`config.mk`:
```
export PLATFORM = sky130hd
export DESIGN_NAME = wav_sel_ctrl
export DESIGN_NICKNAME = d
export VERILOG_FILES = /design/src/rtl/wav_sel_ctrl.sv
export SDC_FILE = /design/constraint.sdc
export NUM_CORES = 1
export LEC_CHECK = 0
export CAP_MARGIN = 20
export CORE_UTILIZATION = 25
export DETAILED_ROUTE_END_ITERATION = 6
export MAX_ROUTING_LAYER = met4
export SETUP_SLACK_MARGIN = 0.15
export SLEW_MARGIN = 0
export SYNTH_ARGS = -nofsm -noshare
export SYNTH_HDL_FRONTEND = slang
export SYNTH_SLANG_ARGS = --single-unit
```
`constraint.sdc`:
```
create_clock -name clk -period 2.3 [get_ports clk]
set_clock_uncertainty 0.2 [all_clocks]
set_input_delay 0.23 -clock clk [delete_from_list [all_inputs] [get_ports clk]]
set_output_delay 0.23 -clock clk [all_outputs]
set_load 0.02 [all_outputs]
```
`src/rtl/wav_sel_ctrl.sv`:
```
// Waveform select sequencer: debounced next/auto buttons, auto-step timer and
// a midscale-crossing deferred switch of the oscillator mux select.
module wav_sel_ctrl #(
  parameter int DEBOUNCE_CYCLES = 1000000,
  parameter int AUTO_PERIOD     = 48000,
  parameter int ZC_TIMEOUT      = 256
) (
  input  logic       clk,
  input  logic       rst,
  input  logic       btn_next,
  input  logic       btn_auto,
  input  logic       sample_tick,
  input  logic [7:0] cur_sample,
  output logic [1:0] sel,
  output logic       pending,
  output logic       auto_on
);

  localparam int DBW = $clog2(DEBOUNCE_CYCLES + 1);
  localparam int AW  = $clog2(AUTO_PERIOD + 1);
  localparam int TW  = $clog2(ZC_TIMEOUT + 1);
  localparam logic [DBW-1:0] DB_LAST   = DBW'(DEBOUNCE_CYCLES - 1);
  localparam logic [AW-1:0]  AUTO_LAST = AW'(AUTO_PERIOD - 1);
  localparam logic [TW-1:0]  ZC_LAST   = TW'(ZC_TIMEOUT - 1);

  typedef enum logic [1:0] {IDLE, WAIT_ZC, SETTLE} state_e;

  // Bit 0 is the next button, bit 1 the auto button.
  logic [1:0]     sync1_q, sync2_q, deb_q, press;
  logic [DBW-1:0] db_cnt_q [2];

  logic [AW-1:0] auto_cnt_q, auto_cnt_d;
  logic          auto_on_q, auto_on_d;
  logic          prev_msb_q, prev_msb_d;
  state_e        state_q, state_d;
  logic [1:0]    tgt_q, tgt_d, sel_q, sel_d;
  logic [TW-1:0] to_cnt_q, to_cnt_d;
  logic          defer_q, defer_d, pending_q, pending_d;

  logic next_press, auto_press, auto_step, req, crossing;

  // Synchronise and debounce: a new level is accepted only after it has
  // disagreed with the accepted level for DEBOUNCE_CYCLES consecutive clocks.
  always_ff @(posedge clk or posedge rst) begin
    if (rst) begin
      sync1_q <= '0;
      sync2_q <= '0;
      deb_q   <= '0;
      for (int b = 0; b < 2; b++) db_cnt_q[b] <= '0;
    end else begin
      sync1_q <= {btn_auto, btn_next};
      sync2_q <= sync1_q;
      for (int b = 0; b < 2; b++) begin
        if (sync2_q[b] != deb_q[b]) begin
          if (db_cnt_q[b] == DB_LAST) begin
            deb_q[b]    <= sync2_q[b];
            db_cnt_q[b] <= '0;
          end else begin
            db_cnt_q[b] <= db_cnt_q[b] + 1'b1;
          end
        end else begin
          db_cnt_q[b] <= '0;
        end
      end
    end
  end

  always_comb begin
    press = '0;
    for (int b = 0; b < 2; b++)
      press[b] = (sync2_q[b] != deb_q[b]) && (db_cnt_q[b] == DB_LAST) && sync2_q[b];
  end

  assign next_press = press[0];
  assign auto_press = press[1];

  always_ff @(posedge clk or posedge rst) begin
    if (rst) begin
      auto_cnt_q <= '0;
      auto_on_q  <= 1'b0;
      prev_msb_q <= 1'b0;
      state_q    <= IDLE;
      tgt_q      <= '0;
      sel_q      <= '0;
      to_cnt_q   <= '0;
      defer_q    <= 1'b0;
      pending_q  <= 1'b0;
    end else begin
      auto_cnt_q <= auto_cnt_d;
      auto_on_q  <= auto_on_d;
      prev_msb_q <= prev_msb_d;
      state_q    <= state_d;
      tgt_q      <= tgt_d;
      sel_q      <= sel_d;
      to_cnt_q   <= to_cnt_d;
      defer_q    <= defer_d;
      pending_q  <= pending_d;
    end
  end

  // A next press and an auto step landing together form a single request.
  always_comb begin
    auto_step  = auto_on_q && sample_tick && (auto_cnt_q == AUTO_LAST);
    auto_on_d  = auto_on_q ^ auto_press;
    auto_cnt_d = auto_cnt_q;
    if (next_press || auto_press)
      auto_cnt_d = '0;
    else if (auto_on_q && sample_tick)
      auto_cnt_d = auto_step ? '0 : auto_cnt_q + 1'b1;
    req        = next_press || auto_step;
    crossing   = sample_tick && (cur_sample[7] != prev_msb_q);
    prev_msb_d = sample_tick ? cur_sample[7] : prev_msb_q;
  end

  always_comb begin
    state_d   = state_q;
    tgt_d     = tgt_q;
    sel_d     = sel_q;
    to_cnt_d  = to_cnt_q;
    defer_d   = defer_q;
    pending_d = pending_q;
    case (state_q)
      IDLE: begin
        if (req) begin
          tgt_d     = sel_q + 2'd1;
          to_cnt_d  = '0;
          pending_d = 1'b1;
          state_d   = WAIT_ZC;
        end
      end
      WAIT_ZC: begin
        if (crossing || (sample_tick && to_cnt_q == ZC_LAST)) begin
          sel_d     = tgt_q;
          pending_d = 1'b0;
          defer_d   = req;
          state_d   = SETTLE;
        end else begin
          if (req) tgt_d = tgt_q + 2'd1;
          if (sample_tick) to_cnt_d = to_cnt_q + 1'b1;
        end
      end
      SETTLE: begin
        // Hold off one sample so the mux output reflects the new waveform.
        if (sample_tick) begin
          defer_d = 1'b0;
          if (defer_q || req) begin
            tgt_d     = sel_q + 2'd1;
            to_cnt_d  = '0;
            pending_d = 1'b1;
            state_d   = WAIT_ZC;
          end else begin
            state_d = IDLE;
          end
        end else if (req) begin
          defer_d = 1'b1;
        end
      end
      default: state_d = IDLE;
    endcase
  end

  always_comb begin
    sel     = sel_q;
    pending = pending_q;
    auto_on = auto_on_q;
  end

endmodule

```
Fig. 1: run 1, register map, names as in the netlist
Scale bar: 50 um.
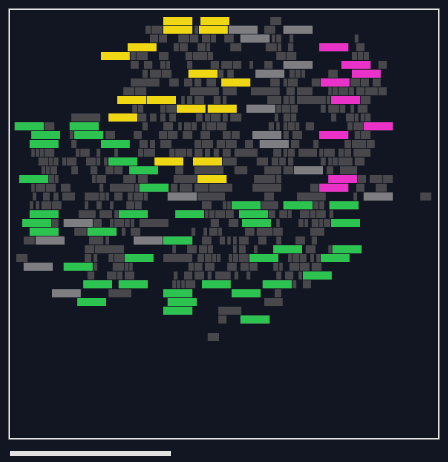
to_cnt_q: marked magenta, placed flops 9, where north-east. db_cnt_q: marked green, placed flops 40. auto_cnt_q: marked yellow, placed flops 16, where north.
Another 16 sequential cells are not colored.

Fig. 2: run 1, nets reached from selected ports
Scale bar: 50 um.
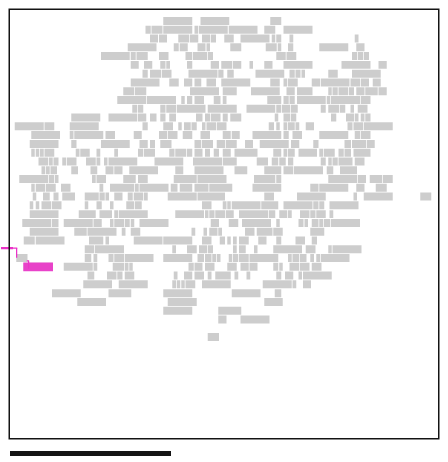
btn_auto: marked magenta, bits 1, direction input, end cells 1, buffers 1, wire 7.30 um.

Fig. 3: run 1, metal 1
Scale bar: 50 um. Supply wires on this layer in gray.
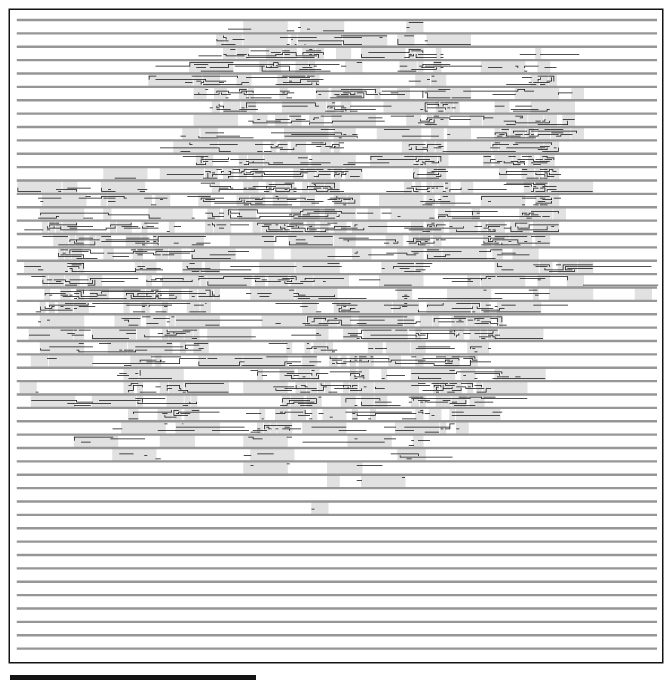
The wires run mostly horizontal. The layer carries 4240 um of wire.

Fig. 4: run 1, routed metal, one color a layer
Only two layers are drawn.
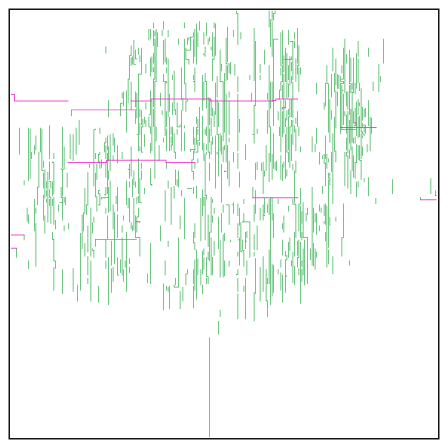
met2: marked green, wire length 4290 um. met3: marked magenta, wire length 192 um.

==> Changelog: implementation, run 1 <==
### Implementation results

- IO Port Bufs: 9
- Most numerous logic cells after layout: dfrtp_1, nor2_1, nand3_1
- GR Util met2: roughly 18%
- Reg-to-Reg Start: db_cnt_q[33]
- Clock latency on the worst-skew pair: 0.33 ns
- CP top delay family: simple AND/OR/NAND/NOR gates
- Initial antenna violation count: 0
- # fillers: 1661
- Area delta synth->final: 26.0%
- CP arrival: ~2.2 ns
- Mapped Nets: approximately 450
- Inst Count DP: approximately 680
- Final Non-Filler Cells: 707
- Least-Margin Pin Slew: 0.445 ns
- Metal-1 WL: 4230 um
- Status: finished, final reports clean
- HPWL after DPL: ~6000 um
- Leakage: 2.18 nW
- Drt pass-1 iters: 4
- CTS tree: yes
- Share of layout cells above drive strength 1: 20.9%
- Met3 wire length: 191 um
- # clk buffers: 11
- XOR-XNOR Cells, Area Fraction: between 8 and 9%
- Seq/total area: about 38%
- Synth Area in Simple Gates: between 20% and 30%
- Hold_buf cts: 0
- Busiest grt layer: met2
- WHS Endpoint: sync1_q[0]
- Initial DRC count: ~170
- Drt total wl: 8810 um
- GPL Wtd Cong: 0.827
- Cycle use final: around 94%
- Final Power: between 0.003 and 0.004 W
- Signal buffers: between 50 and 60
- Maximum fanout along the worst path: 7
- Dominant logic cell type in the layout: dfrtp_1
- Flops: ~80
- Levels on crit path: 5
- Tap cells: 220
- Global Route Usage Sum: 10.9%
- Register area: about 0.0020 sq mm
- Clk pin slew, worst setup/hold paths: 0.06 ns
- Placement Cell Area: between 0.004 and 0.005 sq mm
==> run 2: changes to the inputs <==
clock period = 2.8 ns   (was 2.3 ns; I/O delays follow)
Fig. 5: run 2, nets reached from selected ports
Scale bar: 50 um.
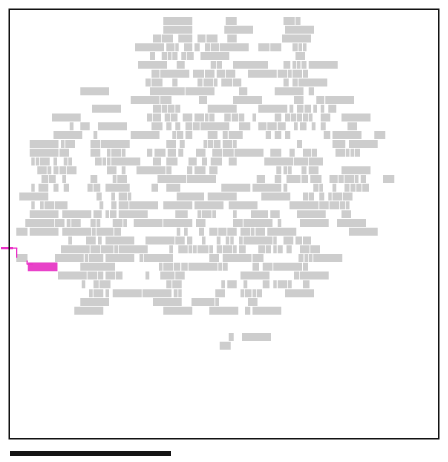
btn_auto: marked magenta, bits 1, direction input, end cells 1, buffers 1, wire 7.30 um.

Fig. 6: run 2, routing congestion
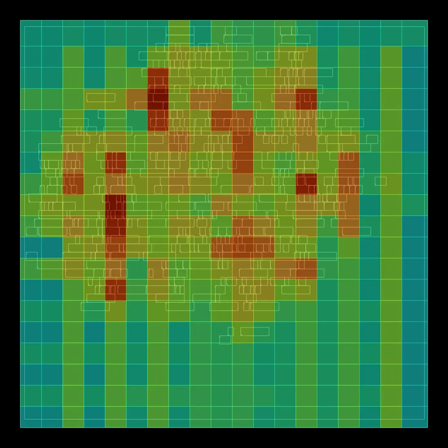
final core occ: 29.9%
busiest grt layer: met2
GR Util met1: 12.8%
GR Util met2: 17.0%

==> run 2 against run 1 <==
Non-clock buffer count decreased by 38. Wire length decreased by 5.1%. Critical path depth increased by 1. Cell count decreased by 4.8%. Cell area decreased by 7.4%. Combinational power decreased by 32%. Sequential power decreased by 18%. Largest power group is now the clock network. Sequential share of layout area increased by 3.0 points. Critical endpoint is now auto_cnt_q[2].
==> Changelog: implementation, run 2 <==
### Implementation results

- Reg-to-Reg Start: db_cnt_q[20]
- IO Port Bufs: 9
- Least-Margin Pin Slew: roughly 0.87 ns
- HPWL after DPL: around 5700 um
- Mapped Nets: 454
- CP top delay family: AND-OR/OR-AND gates
- # fillers: 1708
- Hold_buf cts: 0
- Final Non-Filler Cells: 673
- Initial DRC count: between 150 and 200
- Met3 wire length: approximately 260 um
- Signal buffers: 17
- Max clock buf depth: 2
- Register area: 0.00203 sq mm
- Biggest Area Class: multi-input combinational cells
- Inst Count DP: 657
- Top-area cell type share of the netlist area: a little under half
- Biggest consumer: the clock network
- Seq/total area: 40.7%
- Metal-1 WL: 3940 um
- Dominant logic cell type in the layout: dfrtp_1
- Max reg flops: roughly 40
- Drt total wl: ~8400 um
- Final Power: 0.00307 W
- Initial antenna violation count: 0
- Sequential share of the synthesized area: 47.5%
- Top flop regs: db_cnt_q x40, auto_cnt_q x16, to_cnt_q x9
- XOR-XNOR Cells, Area Fraction: 8.22%
- Worst R2R End: auto_cnt_q[2]
- Synth Area in Simple Gates: 26.9%
- # clk buffers: 10
- Levels on crit path: 6
- Leakage: 1.98 nW
- Tap cells: ~220
- Area delta synth->final: 16.7%
- Status: finished, final reports clean
- Drt pass-1 iters: 4
- CP Capture Type: register
- Yosys aoi share: a little under a tenth
- Maximum fanout along the worst path: 16
- Post-Layout Inst Area: ~0.005 sq mm
- Num Clock Sinks: 81
- CP arrival: 2.44 ns
- Placement Cell Area: between 0.004 and 0.005 sq mm
- Most numerous logic cells after layout: dfrtp_1, nor2_1, nand3_1
- CP required: 2.81 ns
- GPL Wtd Cong: 0.837
- Flops: ~81
- Dpl ws: 0.337 ns
- Clk pin slew, worst setup/hold paths: approximately 0.06 ns
- CTS tree: yes
- Share of layout cells above drive strength 1: roughly a tenth
- Global Route Usage Sum: between 10% and 20%
- Clock latency on the worst-skew pair: roughly 0.34 ns
- Cycle use final: 86.6%
- CP Launch Type: register
==> run 3: changes to the inputs <==
CTS_BUF_LIST = sky130_fd_sc_hd__clkbuf_4   (was unset)
clock period = 2.1 ns   (was 2.8 ns; I/O delays follow)
Fig. 7: run 3, nets reached from selected ports
Scale bar: 50 um.
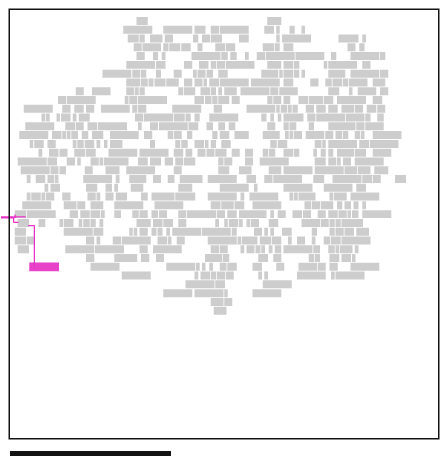
btn_auto: marked magenta, bits 1, direction input, end cells 1, buffers 2, wire 23.9 um.

Fig. 8: run 3, routed metal, one color a layer
Only two layers are drawn.
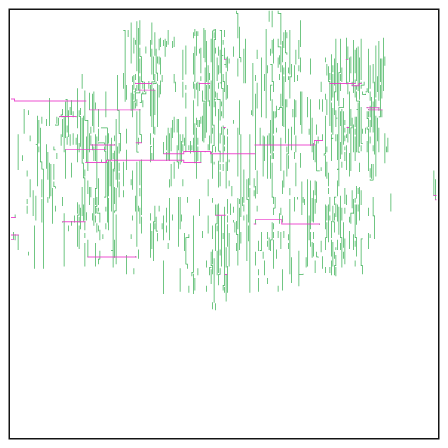
met2: marked green, wire length 4760 um. met3: marked magenta, wire length 239 um.

==> run 3 against run 2 <==
The flow now finishes with violations (negative setup slack). Synthesized cell count unchanged. Via count increased by 12%. Die size is the same. Utilization is 4.5 points higher. Non-clock buffer count rose by 77. Combinational power grew 95%. Power increased by 8.4%. First-iteration DRC count decreased by 22%. Synthesized area stayed put. Register-to-register slack got worse by 0.44 ns. Highest routed layer unchanged.
==> Changelog: implementation, run 3 <==
### Implementation results

- Status: finished, violations left
- Violated checks: negative setup slack
- Biggest Area Class: multi-input combinational cells
- Reg-to-Reg Start: db_cnt_q[20]
- Buffering overhead: 14.0%
- GR Util met2: between 15 and 20%
- Area delta synth->final: 34.4%
- CTS tree: yes
- Mapped Nets: about 450
- CP required: around 2.3 ns
- Post-Syn Area: about 0.0043 sq mm
- Clk power: between 0.0008 and 0.0009 W
- Tap cells: 220
- GR Util met1: ~14%
- Drt total wl: roughly 9600 um
- Share of layout cells above drive strength 1: around a third
- Leakage: 2.38 nW
- Most numerous logic cells after layout: dfrtp_1, buf_4, nor2_1
- Final setup margin: -0.0644 ns
- Max clock buf depth: 2
- Biggest consumer: sequential cells
- Post-synth EDFFs: 0
- Levels on crit path: 8
- Final Non-Filler Cells: 750
- # clk buffers: 9
- Maximum fanout along the worst path: 15
- # fillers: between 1500 and 2000
- Final Power: ~0.0033 W
- Yosys warns: 0
- Post-Layout Inst Area: 0.00573 sq mm
- Synth Area in Simple Gates: a little over a quarter
- Worst min path class: input port to register
- Inst Count DP: between 700 and 800
- Top flop regs: db_cnt_q x40, auto_cnt_q x16, to_cnt_q x9
- Synth Area in Adders: about 1.5%
- WHS Endpoint: sync1_q[0]
- Least-Margin Pin Slew: 0.562 ns
- Register area: around 0.0020 sq mm
- CP arrival: 2.34 ns
- Hold_buf cts: 2
- Seq/total area: between 30% and 40%
- Yosys aoi share: 9.04%
- Drt pass-1 iters: 4
- Global Route Usage Sum: a little under an eighth
- IO Port Bufs: 9
- Max reg flops: ~40
- Cycle use final: 103%
- Met3 wire length: between 200 and 250 um
- Initial DRC count: around 150
- Top-area cell type share of the netlist area: between 40 and 50%
- GPL Wtd Cong: between 0.8 and 0.9
- Endpoints failing setup: 19
- HPWL after DPL: ~6400 um
- Flops: just over 80
- XOR-XNOR Cells, Area Fraction: 8.22%
- Signal buffers: between 90 and 100
- CP Launch Type: register
- Clock latency on the worst-skew pair: approximately 0.45 ns
- Initial antenna violation count: 0
- Dpl ws: -0.134 ns
- Dominant logic cell type in the layout: dfrtp_1
- Busiest grt layer: met2
- Num Clock Sinks: about 81
- CP Capture Type: register
- Sequential logic power: ~0.0018 W
- Final core occ: ~34%
- Vias in the first global route: approximately 3700
- Clk pin slew, worst setup/hold paths: around 0.14 ns
No activity file was given, so power comes from the tool's default toggle rates.
